**src/rtl/counter_rw_latch.sv**
```systemverilog
// counter_rw_latch: bus-side front end of one timer channel.
// Assembles control-word and count-byte writes into the programming signals
// for the counting element, and serves count reads with latch semantics.
// Optional build macro: READBACK_EN adds the read-back command and the out_in port.
module counter_rw_latch #(
    parameter logic [2:0] RESET_MODE = 3'd0
) (
    input  logic        CLK,
    input  logic        RST,
    input  logic [7:0]  data_in,
    input  logic        ctrl_wr,
    input  logic        wr_count,
    input  logic        rd_count,
    output logic [7:0]  data_out,
    input  logic [15:0] current_count,
    input  logic        count_loaded,
    output logic [15:0] initial_count,
    output logic        counter_programmed,
    output logic [1:0]  RW,
    output logic [2:0]  mode,
    output logic        BCD,
`ifdef READBACK_EN
    input  logic        out_in,
`endif
    output logic        null_count
);

    logic [1:0]  rw_q, rw_d;
    logic [2:0]  mode_q, mode_d;
    logic        bcd_q, bcd_d;
    logic [15:0] initCount_q, initCount_d;
    logic        programmed_q, programmed_d;
    logic        nullCount_q, nullCount_d;
    logic        writePtr_q, writePtr_d;
    logic        readPtr_q, readPtr_d;
    logic [7:0]  staged_q, staged_d;
    logic [15:0] latch_q, latch_d;
    logic        latchHeld_q, latchHeld_d;
    logic        statusActive;
    logic [15:0] readSource;
`ifdef READBACK_EN
    logic [7:0]  status_q, status_d;
    logic        statusHeld_q, statusHeld_d;

    assign statusActive = statusHeld_q;
`else
    assign statusActive = 1'b0;
`endif

    // State register; reset returns the channel to unprogrammed with no latch held.
    always_ff @(posedge CLK or posedge RST) begin
        if (RST) begin
            rw_q         <= 2'b00;
            mode_q       <= RESET_MODE;
            bcd_q        <= 1'b0;
            initCount_q  <= 16'h0000;
            programmed_q <= 1'b0;
            nullCount_q  <= 1'b0;
            writePtr_q   <= 1'b0;
            readPtr_q    <= 1'b0;
            staged_q     <= 8'h00;
            latch_q      <= 16'h0000;
            latchHeld_q  <= 1'b0;
`ifdef READBACK_EN
            status_q     <= 8'h00;
            statusHeld_q <= 1'b0;
`endif
        end else begin
            rw_q         <= rw_d;
            mode_q       <= mode_d;
            bcd_q        <= bcd_d;
            initCount_q  <= initCount_d;
            programmed_q <= programmed_d;
            nullCount_q  <= nullCount_d;
            writePtr_q   <= writePtr_d;
            readPtr_q    <= readPtr_d;
            staged_q     <= staged_d;
            latch_q      <= latch_d;
            latchHeld_q  <= latchHeld_d;
`ifdef READBACK_EN
            status_q     <= status_d;
            statusHeld_q <= statusHeld_d;
`endif
        end
    end

    // Next state: reads act on pre-command state, then writes, control words and latches.
    always_comb begin
        rw_d         = rw_q;
        mode_d       = mode_q;
        bcd_d        = bcd_q;
        initCount_d  = initCount_q;
        programmed_d = 1'b0;
        nullCount_d  = nullCount_q;
        writePtr_d   = writePtr_q;
        readPtr_d    = readPtr_q;
        staged_d     = staged_q;
        latch_d      = latch_q;
        latchHeld_d  = latchHeld_q;
`ifdef READBACK_EN
        status_d     = status_q;
        statusHeld_d = statusHeld_q;
`endif

        if (count_loaded && !programmed_q) begin
            nullCount_d = 1'b0;
        end

        if (rd_count && (rw_q != 2'b00)) begin
            if (statusActive) begin
`ifdef READBACK_EN
                statusHeld_d = 1'b0;
`endif
            end else if (rw_q == 2'b11) begin
                readPtr_d = ~readPtr_q;
                if (readPtr_q) begin
                    latchHeld_d = 1'b0;
                end
            end else begin
                latchHeld_d = 1'b0;
            end
        end

        if (wr_count && !ctrl_wr && (rw_q != 2'b00)) begin
            case (rw_q)
                2'b01: begin
                    initCount_d  = {8'h00, data_in};
                    programmed_d = 1'b1;
                    nullCount_d  = 1'b1;
                end
                2'b10: begin
                    initCount_d  = {data_in, 8'h00};
                    programmed_d = 1'b1;
                    nullCount_d  = 1'b1;
                end
                default: begin
                    if (!writePtr_q) begin
                        staged_d   = data_in;
                        writePtr_d = 1'b1;
                    end else begin
                        initCount_d  = {data_in, staged_q};
                        programmed_d = 1'b1;
                        nullCount_d  = 1'b1;
                        writePtr_d   = 1'b0;
                    end
                end
            endcase
        end

        if (ctrl_wr && (data_in[7:6] != 2'b11)) begin
            if (data_in[5:4] != 2'b00) begin
                rw_d        = data_in[5:4];
                mode_d      = data_in[3:1];
                bcd_d       = data_in[0];
                writePtr_d  = 1'b0;
                readPtr_d   = 1'b0;
                latchHeld_d = 1'b0;
                nullCount_d = 1'b1;
            end else if (!latchHeld_d) begin
                latch_d     = current_count;
                latchHeld_d = 1'b1;
            end
        end

`ifdef READBACK_EN
        if (ctrl_wr && (data_in[7:6] == 2'b11)) begin
            if (!data_in[5] && !latchHeld_d) begin
                latch_d     = current_count;
                latchHeld_d = 1'b1;
            end
            if (!data_in[4] && !statusHeld_d) begin
                status_d     = {out_in, nullCount_q, rw_q, mode_q, bcd_q};
                statusHeld_d = 1'b1;
            end
        end
`endif
    end

    // Read data: status byte first if held, else the selected byte of latch or live count.
    always_comb begin
        readSource = latchHeld_q ? latch_q : current_count;
        data_out   = 8'h00;
        if (rw_q != 2'b00) begin
            if (statusActive) begin
`ifdef READBACK_EN
                data_out = status_q;
`endif
            end else begin
                case (rw_q)
                    2'b01:   data_out = readSource[7:0];
                    2'b10:   data_out = readSource[15:8];
                    default: data_out = readPtr_q ? readSource[15:8] : readSource[7:0];
                endcase
            end
        end
    end

    assign initial_count      = initCount_q;
    assign counter_programmed = programmed_q;
    assign RW                 = rw_q;
    assign mode               = mode_q;
    assign BCD                = bcd_q;
    assign null_count         = nullCount_q;

endmodule

```
**config.mk**
```make
export PLATFORM = sky130hd
export DESIGN_NAME = counter_rw_latch
export DESIGN_NICKNAME = d
export VERILOG_FILES = /design/src/rtl/counter_rw_latch.sv
export SDC_FILE = /design/constraint.sdc
export NUM_CORES = 1
export LEC_CHECK = 0
export ABC_AREA = 0
export CAP_MARGIN = 20
export CORE_AREA = 5 5 76 78
export CTS_CLUSTER_SIZE = 25
export DETAILED_ROUTE_END_ITERATION = 8
export DIE_AREA = 0 0 81 83
export PLACE_DENSITY = 0.89
export SLEW_MARGIN = 0
export SYNTH_ARGS = -nofsm -noshare
export SYNTH_HDL_FRONTEND = slang
export SYNTH_SLANG_ARGS = --single-unit
```
**constraint.sdc**
```tcl
create_clock -name CLK -period 5 [get_ports CLK]
set_input_delay 0.75 -clock CLK [delete_from_list [all_inputs] [get_ports CLK]]
set_output_delay 0.75 -clock CLK [all_outputs]
set_load 0.05 [all_outputs]
```
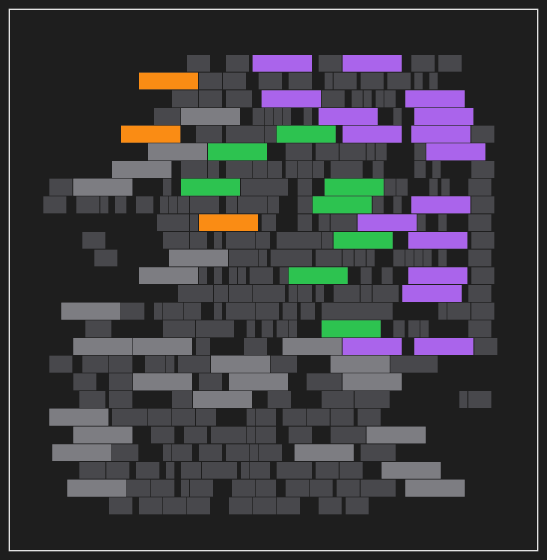
Fig. 1. Register map, names as in the netlist (run 1).
Other sequential cells in the stronger grey, the rest of the logic in the fainter grey.
green -> staged_q  # placed flops 8
orange -> mode  # placed flops 3
purple -> initial_count  # placed flops 16
not coloured = 24
Core Util, Final: 0.664
Storage cell area: 0.00128 mm^2

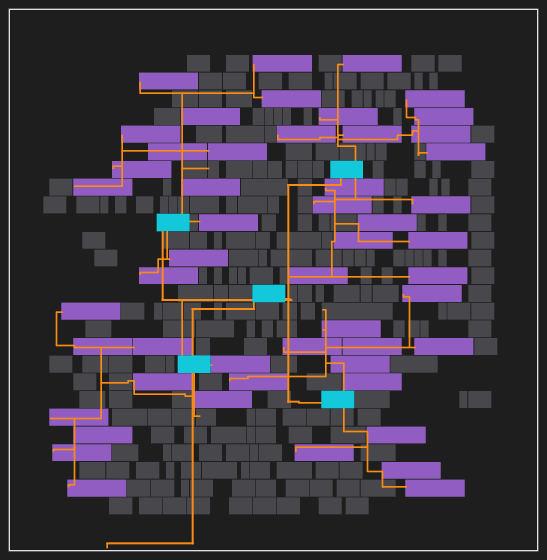
Fig. 2. Clock wires, drivers and flops (run 1).
orange -> clock wires  # length 565 um
purple -> flip-flops  # count 51
cyan -> clock-net drivers  # count 5
routed clock nets = 6
worst skew pair latency: 310 ps
post-route clock skew: 10.0 ps

==> flow_results.org, run 1 <==
#+TITLE: Synthesis and PnR summary

** Status
- The flow ran to the end, and the final reports show no timing, DRC or antenna violations.

** Logic synthesis
- By instance count, the leading cell after synthesis is sky130_fd_sc_hd__dfrtp_1.
- Basic Gates by Area :: 0.153
- Number of warnings printed during yosys synthesis :: 0
- Net count after synthesis :: 258
- Chip area in the Yosys report :: 0.00255 mm^2
- The share of synthesized area in the top cell type comes to 0.500.
- The cell count after synthesis came out at 223.
- Synthesis instantiated 31 different standard cells from the library.
- Top post-synthesis cells by area :: sky130_fd_sc_hd__dfrtp_1 (50%), sky130_fd_sc_hd__mux2_2 (7.9%), sky130_fd_sc_hd__mux2i_1 (6.7%), sky130_fd_sc_hd__mux2_4 (5.9%), sky130_fd_sc_hd__nand2_1 (4.6%)

** Power
- Of the total power, the clock network draws 0.161.
- The leakage power in the latest report is 1.50 nW.
- The flow reported a cell area power density of 533 mW/mm^2.

** Clock tree
- TritonCTS buffer count :: 5
- After clock tree synthesis, the flow added hold-fix buffers numbering 0.
- For reference, the clock transition at the flip-flops on the worst setup and hold paths is 100 ps.
- The cell sitting at the root of the clock tree is a sky130_fd_sc_hd__clkbuf_8.
- TritonCTS clock tree :: done

** Routing
- Dividing the detail-routed wire length by the instance count gives 15.7 um.
- Average vias per placed instance :: 5.19
- Detailed routing placed a total of 297 um of wire on met3.
- The highest layer touched by signal routing is met4.
- Final ANT Viol Nets :: 0
- The detailed router put a total of 2530 um of wire on met1.

** Finish
- Layout cells sized above 1 :: 0.159
- Total non-filler cell area in the finished layout :: 0.00333 mm^2

** STA
- Worst hold slack across all endpoints :: 473 ps
- The final hold violation count recorded for this run is 0.
- Setup repair after global routing missed its margin :: no
- Final setup vio count :: 0

** Placement
- In this run the tool buffered the top-level ports with 61 buffer cells.

** Worst setup path
- The launch point of the worst register-to-register path is recorded as RW[0].
- Endpoint of the lowest-slack register-to-register path :: staged_q[4]
- Data required time at the worst endpoint :: 4250 ps

** Hold path
- Hold Path Cell Cnt :: 2
- The launch point of the worst min-delay path is recorded as initial_count[14].

** Floorplan
- After floorplanning, the core was sized to cover 0.00501 mm^2.
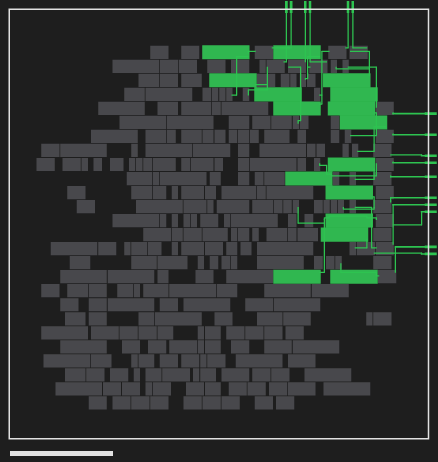
Fig. 3. I/O nets highlighted (run 1).
Scale bar: 20 um.
green -> initial_count  # direction output, edge 10 right, 6 top, end cells 16, buffers 16, wire 338 um

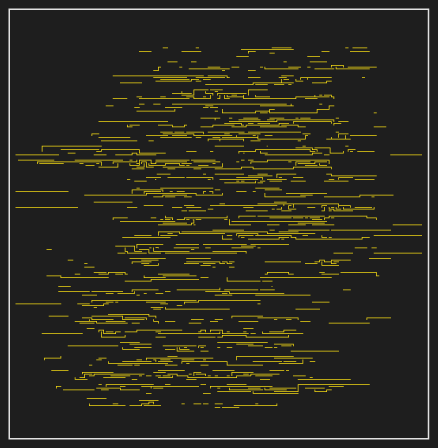
Fig. 4. The metal 1 layer (run 1).
longest straight run = 22.1 um
main direction = horizontal
nets with wire on the layer = 283
wire length on this layer = 2530 um

==> run 1: state kept, by name, summed over array words and instances, names as in the netlist <==
name / count
BCD: 1
RW: 2
counter_programmed: 1
initial_count: 16
latchHeld_q: 1
latch_q: 16
mode: 3
null_count: 1
readPtr_q: 1
staged_q: 8
writePtr_q: 1
==> run 1: cells in the final DEF, fill, tap and decap left out <==
master                            count
sky130_fd_sc_hd__buf_12               1
sky130_fd_sc_hd__nand2_1             31
sky130_fd_sc_hd__clkinv_4             1
sky130_fd_sc_hd__a21oi_1             10
sky130_fd_sc_hd__nand3b_1             2
sky130_fd_sc_hd__nor3b_1              1
sky130_fd_sc_hd__inv_1                4
sky130_fd_sc_hd__mux2_4              10
sky130_fd_sc_hd__nand3_4              1
sky130_fd_sc_hd__o21ai_0             11
sky130_fd_sc_hd__inv_2                1
sky130_fd_sc_hd__nand2b_1             2
sky130_fd_sc_hd__nor3_4               1
sky130_fd_sc_hd__or3b_4               1
sky130_fd_sc_hd__and2_1               1
sky130_fd_sc_hd__clkdlybuf4s50_1     61
sky130_fd_sc_hd__xor2_1               1
sky130_fd_sc_hd__o21ai_4              1
sky130_fd_sc_hd__and3_1               8
sky130_fd_sc_hd__nand3_1              8
sky130_fd_sc_hd__clkinv_1             1
sky130_fd_sc_hd__nor2_1              14
sky130_fd_sc_hd__clkbuf_8             5
sky130_fd_sc_hd__nor2_8               1
sky130_fd_sc_hd__nand2b_4             1
sky130_fd_sc_hd__bufinv_16            1
sky130_fd_sc_hd__o22a_1               8
sky130_fd_sc_hd__dfrtp_1             51
sky130_fd_sc_hd__a21boi_4             1
sky130_fd_sc_hd__nor2b_1              2
sky130_fd_sc_hd__clkinv_2             1
sky130_fd_sc_hd__mux2i_1             17
sky130_fd_sc_hd__mux2_2              18
sky130_fd_sc_hd__ha_1                 5
==> run 1: cell type report <==
cell class / instances / area [um^2] / area share
timing repair buffer: 62 / 631 / 0.190
clock inverter: 3 / 43.8 / 0.0132
clock buffer: 5 / 68.8 / 0.0207
inverter: 6 / 22.5 / 0.00677
multi-input combinational: 156 / 1200 / 0.360
tap: 70 / 87.6 / 0.0263
sequential: 51 / 1280 / 0.384
==> run 1: metal layers <==
| metal | vias to the layer above | track usage |
|---|---|---|
| met1 | 889 | 0.246 |
| li1 | 891 | - |
| met5 | - | 0 |
| met3 | 7 | 0.0368 |
| met2 | 45 | 0.277 |
| met4 | 0 | 0.0614 |
==> run 1: critical path, stage by stage (launching register included) <==
cell and delay, ps:
sky130_fd_sc_hd__dfrtp_1 420, sky130_fd_sc_hd__inv_1 90, sky130_fd_sc_hd__ha_1 520, sky130_fd_sc_hd__mux2i_1 620, sky130_fd_sc_hd__o22a_1 240, sky130_fd_sc_hd__nor2_1 40, sky130_fd_sc_hd__clkdlybuf4s50_1 710
==> run 1: power by group through the flow <==
| stage | Sequential, mW | Clock (mW) | Combinational (mW) |
|---|---|---|---|
| finish | 0.634 | 0.286 | 0.853 |
| global route | 0.651 | 0.310 | 0.907 |
| CTS | 0.634 | 0.290 | 0.858 |
| detailed placement | 0.641 | 0 | 0.854 |
| global placement | 0.632 | 0 | 0.837 |
| floorplan | 0.863 | 0 | 0.356 |
Fig. 5: run 1, congestion heat map
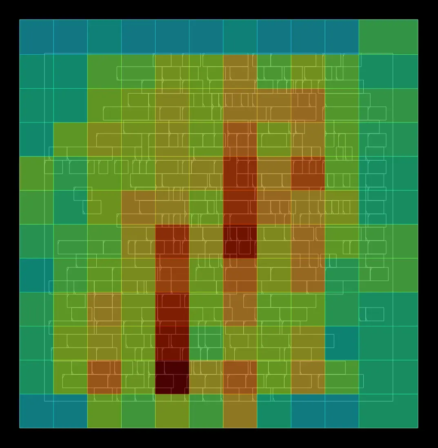

==> run 2, diff against run 1 <==
--- a/config.mk
+++ b/config.mk
@@ -7,11 +7,11 @@
 export LEC_CHECK = 0
 export ABC_AREA = 0
 export CAP_MARGIN = 20
-export CORE_AREA = 5 5 76 78
+export CORE_AREA = 5 5 79 81
 export CTS_CLUSTER_SIZE = 25
 export DETAILED_ROUTE_END_ITERATION = 8
-export DIE_AREA = 0 0 81 83
-export PLACE_DENSITY = 0.89
+export DIE_AREA = 0 0 84 86
+export PLACE_DENSITY = 0.84
 export SLEW_MARGIN = 0
 export SYNTH_ARGS = -nofsm -noshare
 export SYNTH_HDL_FRONTEND = slang
==> constraint.sdc (replaced) <==
create_clock -name CLK -period 3.75 [get_ports CLK]
set_input_delay 0.5625 -clock CLK [delete_from_list [all_inputs] [get_ports CLK]]
set_output_delay 0.5625 -clock CLK [all_outputs]
set_load 0.05 [all_outputs]
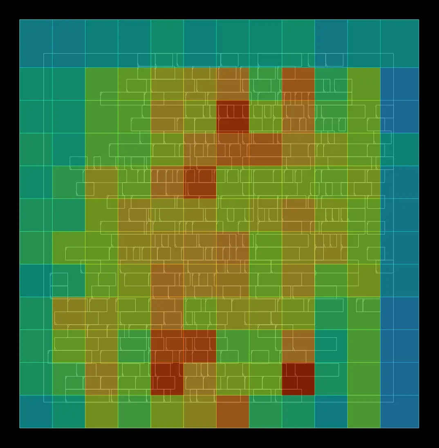
Fig. 6. Congestion heat map (run 2).
most congested layer reported by global routing: met2
wire length per cell: 15.7 um

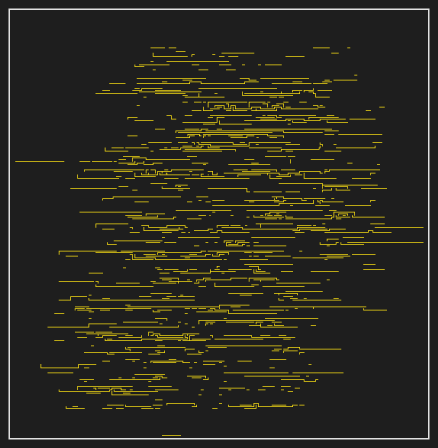
Fig. 7. The metal 1 layer (run 2).
longest straight run = 21.2 um
share of all routed wire = 44%
wire length on this layer = 2450 um
main direction = horizontal
nets with wire on the layer = 281
via total after detailed routing: 1818
wire length reported by the detailed router: 5600 um
met1 usage in global routing: 0.202

==> run 2 against run 1 <==
Effect of this change: die size rose by 7.5%; worst setup slack got worse by 1000 ps; clock-buffer cell count grew 1; hold slack lost 16 ps; register-to-register slack worse by 1300 ps.
==> flow_results.org, run 2 <==
#+TITLE: Synthesis and PnR summary

** Status
- The run finished with clean final reports.

** Worst setup path
- The endpoint required time on the critical path was 3190 ps (-1060 ps).
- STA puts the critical path data arrival time at 2920 ps.
- Crit Path Category :: reg -> out
- STA classifies the critical path startpoint as a flip-flop.
- R2R Path Start :: RW[1]
- Per the timing report, the most critical flop-to-flop path finishes at staged_q[5].
- The worst setup path is captured at a primary output.
- Crit path max fanout :: 14

** Clock tree
- TritonCTS built the clock tree.
- The hold-fix buffer count after cts was 0 (unchanged).
- The number of buffers created by CTS was 5 (unchanged).
- The clock network latency to the later pin of the worst-skew pair was 310 ps (about the same).
- Looking at the clock tree report, the root buffer type is sky130_fd_sc_hd__clkbuf_8.
- The clock-pin slew on the worst setup and hold paths is 90 ps (about the same).

** Logic synthesis
- The most common cell in the synthesized netlist is sky130_fd_sc_hd__dfrtp_1.
- The synthesized netlist cell count came to 223 (unchanged).
- Number of warnings printed during yosys synthesis :: 0 (unchanged)
- Yosys shows that the main logic family after synthesis is multiplexers.
- The net count after synthesis came to 258 (unchanged).
- Basic Gates by Area :: 0.153 (unchanged)
- Most instantiated flip-flop cell in the synthesis netlist :: sky130_fd_sc_hd__dfrtp_1
- The number of different library cells in the post-synthesis netlist is 31 (unchanged).
- In this run, the synthesized area fraction spent on adder and majority cells is recorded as 0.0245.
- Chip area in the Yosys report :: 0.00255 mm^2 (unchanged)
- The top-area cell type share of the netlist area was 0.500 (unchanged).
- Top post-synthesis cells by area :: sky130_fd_sc_hd__dfrtp_1 (50%), sky130_fd_sc_hd__mux2_2 (7.9%), sky130_fd_sc_hd__mux2i_1 (6.7%), sky130_fd_sc_hd__mux2_4 (5.9%), sky130_fd_sc_hd__nand2_1 (4.6%)

** Finish
- Most frequent logic cell in the layout :: sky130_fd_sc_hd__clkdlybuf4s50_1
- The library cells used most frequently in the layout, excluding fill and tap cells, are sky130_fd_sc_hd__clkdlybuf4s50_1 (61), sky130_fd_sc_hd__dfrtp_1 (51), sky130_fd_sc_hd__nand2_1 (31).
- The fraction of layout instances using a drive strength above 1 was 0.162 (+0.00296).

** STA
- Final setup vio count :: 0 (unchanged)
- The final clock skew is 8.46 ps (-1.56 ps).
- Setup repair after global routing missed its margin :: no
- The final tally of hold violations came to 0 (unchanged).
- In the final report, the number of pins over their slew limit comes to 0.

** Power
- The switching portion of total power comes to 0.419.
- The power per cell area came to 714 mW/mm^2 (+34%).
- The leakage power figure is 1.51 nW (+0.60%).
- Portion of total power attributed to the clock network :: 0.168 (+0.007)
- Total Power Consumption :: 2.39 mW

** Global routing
- The global-route track usage on met2 came to 0.276 (-0.000861).
- The met3 usage is 0.0432 (+0.00643).

** Routing
- Average vias per placed instance :: 5.11 (-1.6%)
- Final ANT Viol Nets :: 0 (unchanged)

** Floorplan
- The core footprint is 0.00541 mm^2 (+7.9%).
- Pin placement for this block handled 62 I/O pins.
- In the floorplan report the effective utilization is 0.472.

** Placement
- The count of port buffers added during placement was 61 (unchanged).
[run 2: worst max-delay path, stage by stage, from the launching register on]
cell,delay [ps]
sky130_fd_sc_hd__dfrtp_1,430
sky130_fd_sc_hd__inv_1,90
sky130_fd_sc_hd__ha_1,520
sky130_fd_sc_hd__nor2_1,90
sky130_fd_sc_hd__a21oi_1,470
sky130_fd_sc_hd__o22a_1,240
sky130_fd_sc_hd__nor2_1,40
sky130_fd_sc_hd__clkdlybuf4s50_1,720
[run 2: metal layers]
layer | share of wire | vias up
met3 | 0.044 | 7
met5 | 0 | -
met4 | 0.012 | 0
met1 | 0.44 | 883
met2 | 0.50 | 34
li1 | - | 894
[run 2: power groups by stage]
stage	clock network (mW)	logic [mW]	registers, mW
after detailed placement	0	1.15	0.854
after floorplan	0	0.474	1.15
after global placement	0	1.12	0.839
final	0.402	1.14	0.844
after global routing	0.437	1.21	0.870
after CTS	0.410	1.15	0.846
[run 2: final cells by class]
class                      count  area [um^2]  area share
timing repair buffer          63          638       0.191
clock buffer                   6         82.6      0.0247
multi-input combinational    156         1200       0.358
clock inverter                 2         38.8      0.0116
sequential                    51         1280       0.382
inverter                       6         22.5     0.00673
tap                           72         90.1      0.0269
[run 2: how the worst min path moves through the flow]
stage	slack [ps]	cells after the start	from	endpoint
after floorplan	480	1	latch_q[10]	latch_q[10]
after global placement	450	2	initial_count[15]	initial_count[15]
after detailed placement	460	2	initial_count[14]	initial_count[14]
after CTS	480	2	initial_count[14]	initial_count[14]
after global routing	460	2	RST	latch_q[2]
final	460	2	RST	latch_q[5]
[run 2: through the flow]
step           cell area, um^2  setup slack [ps]  hold WS (ps)  utilization  instances
6_report                  3340               266           457        0.619        356
5_1_grt                   3340              99.4           457        0.619        356
4_1_cts                   3320               248           479        0.615        355
3_5_place_dp              3200               614           457        0.593        347
3_3_place_gp              3200               696           451        0.593        347
2_1_floorplan             2550               938           479            -        223
[run 2: cells by family after synthesis]
family          after synthesis
flops                        51
mux                          45
simple gates                 74
fa+ha+maj                     5
buf+inv                      16
xor+xnor                      1
compound gates               31
Fig. 8: run 2, clock wires, drivers and flops
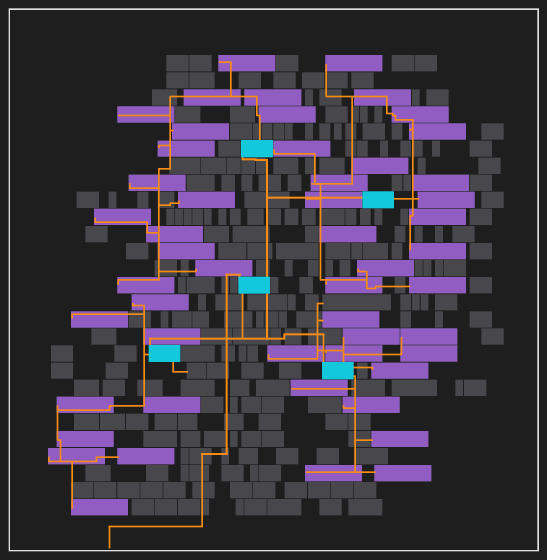

==> run 3, diff against run 2 <==
--- a/config.mk
+++ b/config.mk
@@ -7,11 +7,11 @@
 export LEC_CHECK = 0
 export ABC_AREA = 0
 export CAP_MARGIN = 20
-export CORE_AREA = 5 5 79 81
+export CORE_AREA = 5 5 99 101
 export CTS_CLUSTER_SIZE = 25
 export DETAILED_ROUTE_END_ITERATION = 8
-export DIE_AREA = 0 0 84 86
-export PLACE_DENSITY = 0.84
+export DIE_AREA = 0 0 104 106
+export PLACE_DENSITY = 0.59
 export SLEW_MARGIN = 0
 export SYNTH_ARGS = -nofsm -noshare
 export SYNTH_HDL_FRONTEND = slang
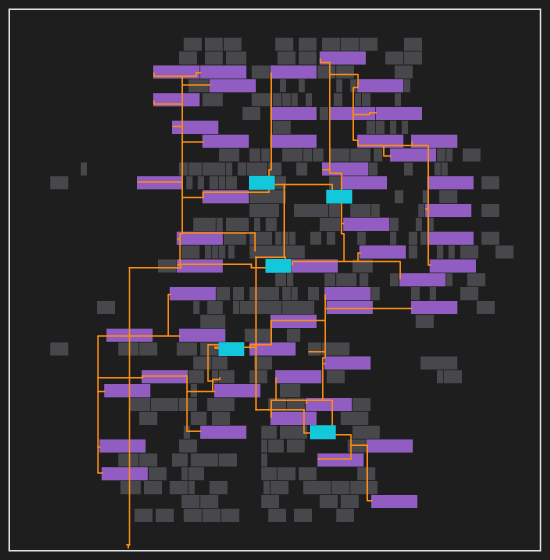
Fig. 9. Clock wires, drivers and flops (run 3).
cyan -> clock-net drivers  # count 5
orange -> clock wires  # length 687 um
purple -> flip-flops  # count 51
routed clock nets = 6
portion of total power attributed to the clock network: 0.168
power consumed by the clock network: 0.400 mW

==> run 3 against run 2 <==
Effect of this change: final area increased by 1.5%; sequential share of layout area decreased by 0.56 points; synthesized cell count unchanged; clock skew increased by 0.69 ps; combinational power about the same; maximum frequency increased by 0.98%; critical path depth decreased by 1; non-clock buffer count unchanged; critical path type unchanged; critical endpoint unchanged.
==> flow_results.org, run 3 <==
#+TITLE: Synthesis and PnR summary

** Logic synthesis
- Per the synthesis report, the AND-OR/OR-AND share of the synthesized area is 0.0823.
- Yosys top cell area share :: 0.500 (unchanged)
- The synthesis warning total was 0 (unchanged).
- Most instantiated flip-flop cell in the synthesis netlist :: sky130_fd_sc_hd__dfrtp_1
- Average size of a mapped cell :: 11.5 um^2
- The synthesized design contains 51 register bits.
- The synthesis report lists the most area-consuming cells as sky130_fd_sc_hd__dfrtp_1 (50%), sky130_fd_sc_hd__mux2_2 (7.9%), sky130_fd_sc_hd__mux2i_1 (6.7%), sky130_fd_sc_hd__mux2_4 (5.9%), sky130_fd_sc_hd__nand2_1 (4.6%).
- The post-synthesis share of cell area spent on full adders, half adders and majority gates was 0.0245 (unchanged).
- Share of the synthesized netlist area taken by xor and xnor gates :: 0.00343
- The share of the Yosys chip area taken by registers is 0.500.
- The most frequently used library cell after synthesis is sky130_fd_sc_hd__dfrtp_1.
- Chip area in the Yosys report :: 0.00255 mm^2 (unchanged)
- Basic Gates by Area :: 0.153 (unchanged)
- Largest combinational cell category by area :: multiplexers
- Count of different cell masters after synthesis :: 31 (unchanged)
- Net count after synthesis :: 258 (unchanged)
- The synthesized netlist cell count came to 223 (unchanged).

** Routing
- The routed length per placed instance came to 14.9 um (-5.2%).
- Final ANT Viol Nets :: 0 (unchanged)
- Average vias per placed instance :: 4.58 (-10%)
- The total wire length is 5880 um (+5.2%).
- The violation tally recorded at the end of detailed-routing iteration 0 is 69.
- The detailed-route via count came to 1811 (-0.39%).

** Finish
- Per the cell usage report, the commonest logic cells after layout are sky130_fd_sc_hd__clkdlybuf4s50_1 (61), sky130_fd_sc_hd__dfrtp_1 (51), sky130_fd_sc_hd__nand2_1 (31).
- Layout cells sized above 1 :: 0.169 (+0.00704)
- Total non-filler cell area in the finished layout :: 0.00339 mm^2 (+1.5%)
- The combinational gate area was 0.00120 mm^2 (+0.63%).
- In this run the layout overhead on the synthesized area is reported as 32.9%.
- Storage cell area :: 0.00128 mm^2 (unchanged)
- The net count of the finished layout is 318.
- Most frequent logic cell in the layout :: sky130_fd_sc_hd__clkdlybuf4s50_1

** STA
- Post-route clock skew :: 9.15 ps (+0.690 ps)
- The max-slew violation count was 0 (unchanged).
- Setup repair after global routing missed its margin :: no
- Worst hold slack across all endpoints :: 474 ps (+17.1 ps)
- Fin. Hold Viols :: 0 (unchanged)
- FMAX :: 290 MHz
- The number of setup violations in the final report is 0 (unchanged).

** Worst setup path
- Crit Path Category :: reg -> out
- Data required time at the worst endpoint :: 3190 ps (about the same)
- The worst setup path is launched from a flip-flop.
- Crit path max fanout :: 14 (unchanged)
- The worst register-to-register path ends at staged_q[4].
- Looking at the reg2reg group, the worst path starts from RW[0].
- Endpoint type of the worst setup path :: primary output
- Data arrival time of the worst path :: 2890 ps (-30 ps)

** Clock tree
- Sinks on the clock net :: 51
- The number of buffers created by CTS is 5 (unchanged).
- CTS reports a maximum clock tree buffer depth of 2.
- Cell at the root of the clock tree :: sky130_fd_sc_hd__clkbuf_8
- TritonCTS clock tree :: done
- Clock-pin slew on the worst setup and hold paths :: 100 ps (about the same)
- The clock network latency to the later pin of the worst-skew pair is 310 ps (about the same).
- H-Tree Depth :: 2

** Status
- Run status :: complete, no violations

** Power
- Internal power :: 1.37 mW
- The post-layout total power came to 2.38 mW (-0.45%).
- The switching part of the total was 0.423 (+0.00439).
- Maximum vdd drop :: 204 uV
- The power per cell area was 701 mW/mm^2 (-1.9%).
- For this design the total switching power over the nets is 1.01 mW.
- Sequential power share :: 0.350
- The leakage power figure came to 1.50 nW (-0.59%).

** Placement
- The placement summary gives the final routability congestion estimate as 0.707.
- Total cell area at the placement stage :: 0.00327 mm^2 (+2.1%)
- The count of port buffers added during placement was 61 (unchanged).
- For this run the detailed placement stage logged an HPWL of 4350 um.

** Floorplan
- Die H :: 106 um
- In this run the horizontal extent of the chip is 104 um.
- Core region area :: 0.00893 mm^2 (+65%)
- I/O Pins :: 62 (unchanged)
- The starting density of the core was 0.286 (-0.187).

** Hold path
- The path with the worst hold slack has its endpoint at initial_count[15].
- Kind of path behind the tightest hold check :: reg -> reg
- In this run the most critical hold path is launched from initial_count[15].
- Hold Path Cell Cnt :: 2
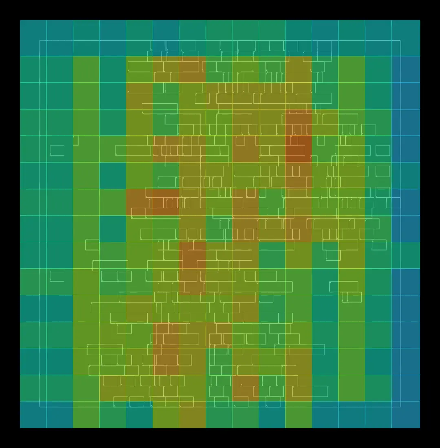
Fig. 10. Congestion heat map (run 3).
M3 GR Usage: 0.0285
All-Layer GR Usage: 0.112
Core Util, Final: 0.380
met2 track demand over resource: 0.173
met1 usage in global routing: 0.149

-- run 3: netlist changes by cell type in the layout (fill, tap and decap cells not counted), sizes merged --
| cell | previous run | this run |
|---|---|---|
| clkbuf | 6 | 5 |
| clkinvlp | 0 | 1 |
-- run 3: cell families (layout without fill, tap and decap cells) --
family,count (synthesis),in the layout
simple gates,74,74
buf+inv,16,77
xor+xnor,1,1
flops,51,51
fa+ha+maj,5,5
mux,45,45
compound gates,31,31
-- run 3: worst max path at each step --
stage | from | end | slack, ps | depth (start not counted)
global route | RW[0] | data_out[6] | 70 | 6
floorplan | RW[0] | data_out[0] | 940 | 6
finish | RW[0] | data_out[6] | 300 | 6
CTS | RW[0] | data_out[6] | 130 | 6
global placement | RW[0] | data_out[6] | 580 | 6
detailed placement | RW[0] | data_out[6] | 500 | 6
-- run 3: final cells by class --
class,instances,share of cell area
sequential,51,0.376
multi-input combinational,156,0.355
timing repair buffer,63,0.188
tap,111,0.0409
clock buffer,5,0.0203
clock inverter,3,0.0136
inverter,6,0.00663
-- run 3: worst max-delay path, stage by stage, from the launching register on --
cell and delay [ps]:
sky130_fd_sc_hd__dfrtp_1 440, sky130_fd_sc_hd__inv_1 90, sky130_fd_sc_hd__ha_1 560, sky130_fd_sc_hd__mux2i_2 520
sky130_fd_sc_hd__o22a_1 220, sky130_fd_sc_hd__nor2_1 40, sky130_fd_sc_hd__clkdlybuf4s50_1 710
-- run 3: power groups by stage --
| stage | combinational [mW] | clock [mW] | sequential (mW) |
|---|---|---|---|
| CTS | 1.15 | 0.411 | 0.835 |
| global placement | 1.14 | 0 | 0.840 |
| detailed placement | 1.15 | 0 | 0.846 |
| global route | 1.23 | 0.427 | 0.865 |
| floorplan | 0.474 | 0 | 1.15 |
| finish | 1.15 | 0.400 | 0.833 |
-- run 3: metrics by stage --
step                      std cells  setup slack, ps
final                           395              300
after floorplan                 223              938
after global placement          386              578
after global routing            395             74.2
after detailed placement        387              501
after CTS                       395              133
-- run 3: routing by layer --
| layer | share of wire | wire length (um) | vias up | global-route usage |
|---|---|---|---|---|
| met1 | 0.43 | 2560 | 873 | 0.149 |
| li1 | - | - | 887 | - |
| met2 | 0.49 | 2900 | 42 | 0.173 |
| met4 | 0.022 | 132 | 0 | 0.0463 |
| met5 | 0 | 0 | - | 0 |
| met3 | 0.051 | 299 | 9 | 0.0285 |
-- run 3: what timing repair did --
| action | in CTS | in global routing |
|---|---|---|
| gates resized | 0 | 2 |
| hold buffers | 0 | 0 |
| endpoints found under the hold margin | 0 | 0 |
| setup endpoints to repair | 0 | 8 |
No activity file was given, so power comes from the tool's default toggle rates.
